port_nets.png
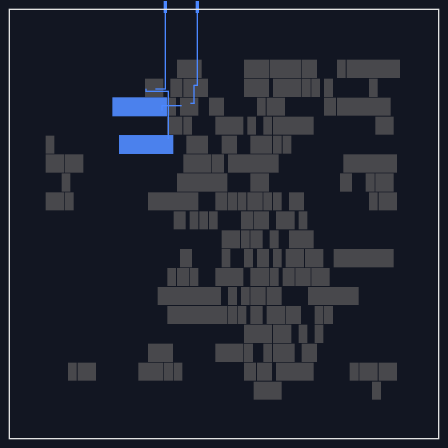
met3.png
Bar = 20 um.
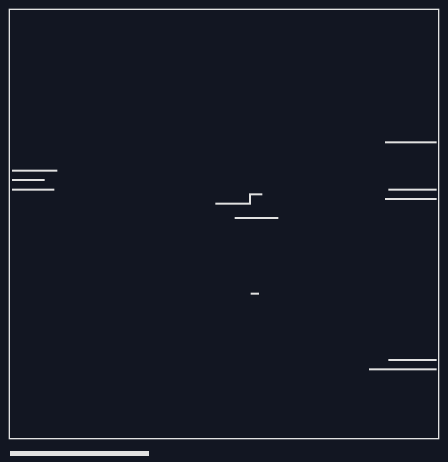
cell_classes.png
Fill, decap, tap and diode cells in grey.
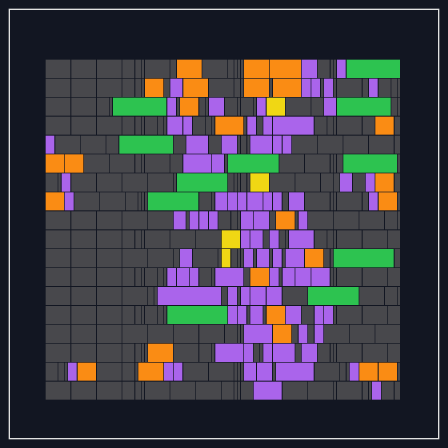
met2.png
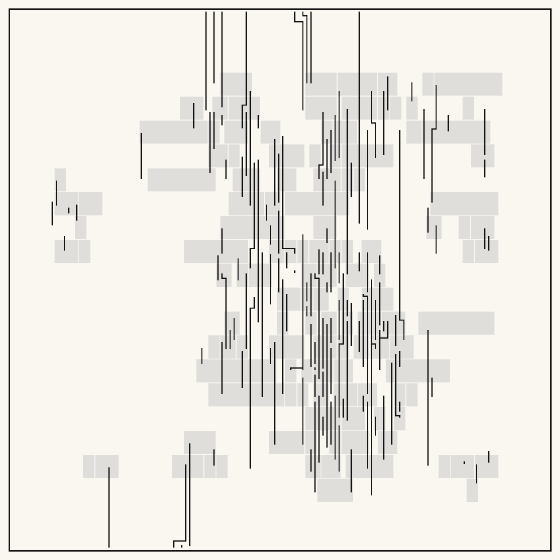
==> config.mk <==
export PLATFORM = sky130hd
export DESIGN_NAME = level_outcome_detector_flat
export DESIGN_NICKNAME = d
export VERILOG_FILES = /design/src/rtl/level_outcome_detector_if.sv /design/src/rtl/level_outcome_detector.sv /design/src/flat_wrapper.sv
export SDC_FILE = /design/constraint.sdc
export NUM_CORES = 1
export LEC_CHECK = 0
export ABC_AREA = 1
export CAP_MARGIN = 20
export CORE_MARGIN = 5
export CORE_UTILIZATION = 25
export DETAILED_ROUTE_END_ITERATION = 10
export GPL_ROUTABILITY_DRIVEN = 0
export GPL_TIMING_DRIVEN = 0
export PLACE_DENSITY = 0.51
export SYNTH_ARGS = -nofsm -noshare
export SYNTH_HDL_FRONTEND = slang
export SYNTH_SLANG_ARGS = --single-unit
==> constraint.sdc <==
create_clock -name Clk -period 1.2 [get_ports Clk]
set_input_delay 0.18 -clock Clk [delete_from_list [all_inputs] [get_ports Clk]]
set_output_delay 0.18 -clock Clk [all_outputs]
set_load 0.1 [all_outputs]
==> results_dict.tcl <==
# collected from the flow reports
set metrics [dict create \
    outcome "finished with violations" \
    failed_checks "setup timing" \
    flops 11 \
    synth-edff-count 0 \
    ys_ff 11 \
    synthDistinctLibCells 19 \
    max_cap_violations 0 \
    largest_area_cell "dfxtp_1" \
    path_depth 8 \
    async_flop_share_pct 0 \
    grt_pass1_wl_um 2615 \
    cts_hold_buf 0 \
    cts_made_buffers 3 \
    setup_tns_ns -0.2903 \
    slew_viol_final 0 \
    finalClockSkew_ns 0.002719 \
    grt_pass1_vias 637 \
    largest_reg_flops 5 \
    finalHoldViolCount 0 \
    finish.instance_area_um2 1005 \
    placedCellCount 147 \
    cts_tree "yes" \
    synthDominantCellAreaShare_pct 33.21 \
    top_layer "met3" \
    ys_sh_adder_pct 3.774 \
    crit_type "register to register" \
    nNetsFinal 141 \
    fin_crit_ns 1.317 \
    grt_use_total_pct 9.029 \
    regArea_um2 234.0 \
    hpwl_um 1142 \
    die_h_um 61.50 \
    chipArea_um2 3782 \
    comb_power_share_pct 25.0 \
    p_seq_share_pct 43.7 \
    fin_crit_sh_pct 109.8 \
    die_w_um 61.50 \
    reg2reg_slack_ns -0.12 \
    synth_warnings 0 \
    largestClassByArea "multi-input combinational cells" \
    rsz0062_at_grt "true" \
    peakVddDrop_mv 0.5153 \
    cts_resized 37 \
    cts.htree.levels 1 \
    wl_per_cell_um 10.16 \
    logic_area_um2 405.4 \
    antenna_left 0 \
    diodes 0 \
    xor_share_pct 0 \
    worstPathMaxFanout 3 \
    nMultiInputCombCells 67 \
    yosys_area_um2 663.1 \
    placed_area_um2 855.8 \
    total_switching_power_mw 0.2972 \
    syn_area_um2 663.1 \
    cts_buffer_depth 2 \
    final_common_cell "inv_1" \
    fin_ws_ns -0.1174 \
    wl_met2_um 853 \
    worst_path_max_delay_cell "dfxtp_4" \
    critPathLaunchType "register" \
    nClkBuffers 4 \
    pg_clk_mw 0.268 \
    p_leak_nw 0.4847 \
    intPower_mw 0.5574 \
    crit_buf_inv 1 \
    grt_start_max_net_pins 9 \
    grt.busiest_layer "met2" \
    ys_top_cells_by_count "nand2_1, inv_1, dfxtp_1, a21oi_1, nor2_1" \
    wl_met1_um 683 \
    simple_gate_area_share_pct 30.75 \
    rr_worst_depth 8 \
    first_iter_violations 22 \
    slowest_delay_ns 0.38 \
    wl_met3_um 68 \
    whs_path_depth 5 \
    fin_cells 158 \
    cts_setup_buffers 5 \
    path_clk_slew_ns 0.08 \
    yosysSeqAreaShare_pct 33.21 \
    p_comb_mw 0.213 \
    mux_area_share_pct 0 \
    cp_data_arrival_time_ns 1.47 \
    synthTopCellsByArea "dfxtp_1, nand2_1, inv_1, buf_4, a21oi_1" \
    syn_area_per_cell_um2 6.566 \
    finalSetupViolations 4 \
    clock_area_share_pct 2.615 \
    compound_area_share_pct 11.32 \
    hp-class "primary input to register" \
    maxPowerGroup "registers" \
    final_cell_mix "inv_1, buf_4, nand2_1" \
    overflow 0 \
    endpoint_kind "register" \
    cp_data_required_time_ns 1.36 \
    yosysMostFrequentCell "nand2_1" \
    clock_latency_ns 0.27 \
    num-nonclk-buffers 25 \
    power_density_nw_per_um2 850.6 \
    vias_per_cell 4.241 \
    p_sw_share_pct 34.78 \
    p_seq_mw 0.374 \
    worstPathCellList "inv_4 > ha_4 > nand2_4 > nand2_1 > o21ai_1 > nor2_4 > nand4_1 > a21oi_2" \
    dp_worst_setup_slack_ns -0.4183 \
    drt_first_pass_iters 4 \
    topCombFamilyByArea "simple AND/OR/NAND/NOR gates" \
    nonClkBufAreaFrac_pct 21.42 \
    taps 30 \
    max_freq_ghz 0.7590 \
    cts-root-buf "clkbuf_4" \
    path_delay_family "flip-flops" \
    num-fill-cells 266 \
    fp_util_pct 26.53 \
    ys_cells 101 \
    grt.met1_usage_pct 10.72 \
    comb_share_pct 40.35 \
    drive_gt1_share_pct 40.63 \
    finalPower_mw 0.8546 \
    cts_sinks 11 \
]
Back to the opening pictures, port_nets.png:
legend:
  blue:
    port: `bus_death_cause`
    direction: output
    end_cells: 2
    buffers: 2
    wire: 40.4 um
Buffers on Ports: 11
number of placed I/O pins: 21

Back to the opening pictures, met3.png:
wire length on this layer: 68.1 um
longest straight run: 9.40 um
nets with wire on the layer: 11
share of all routed wire: 4.2%
DR vias: 670
met3 Usage GRT: 0.6289%
final WL: 1605 um

Back to the opening pictures, cell_classes.png:
legend:
  green:
    class: flip-flops
    cells: 11
    share_of_their_area: 24%
  purple:
    class: all other logic
    cells: 88
    share_of_their_area: 51%
  yellow:
    class: clock drivers and dummy loads
    cells: 4
    share_of_their_area: 2.7%
  orange:
    class: other buffers and delay cells
    cells: 25
    share_of_their_area: 22%
Rows: 18
Std-Cell Core Area: 2500 um^2
flop share of the area: 23.29%
utilization after layout: 40.19%

Back to the opening pictures, met2.png:
wire length on this layer: 854 um
longest straight run: 24.5 um
met2 usage: 16.59%

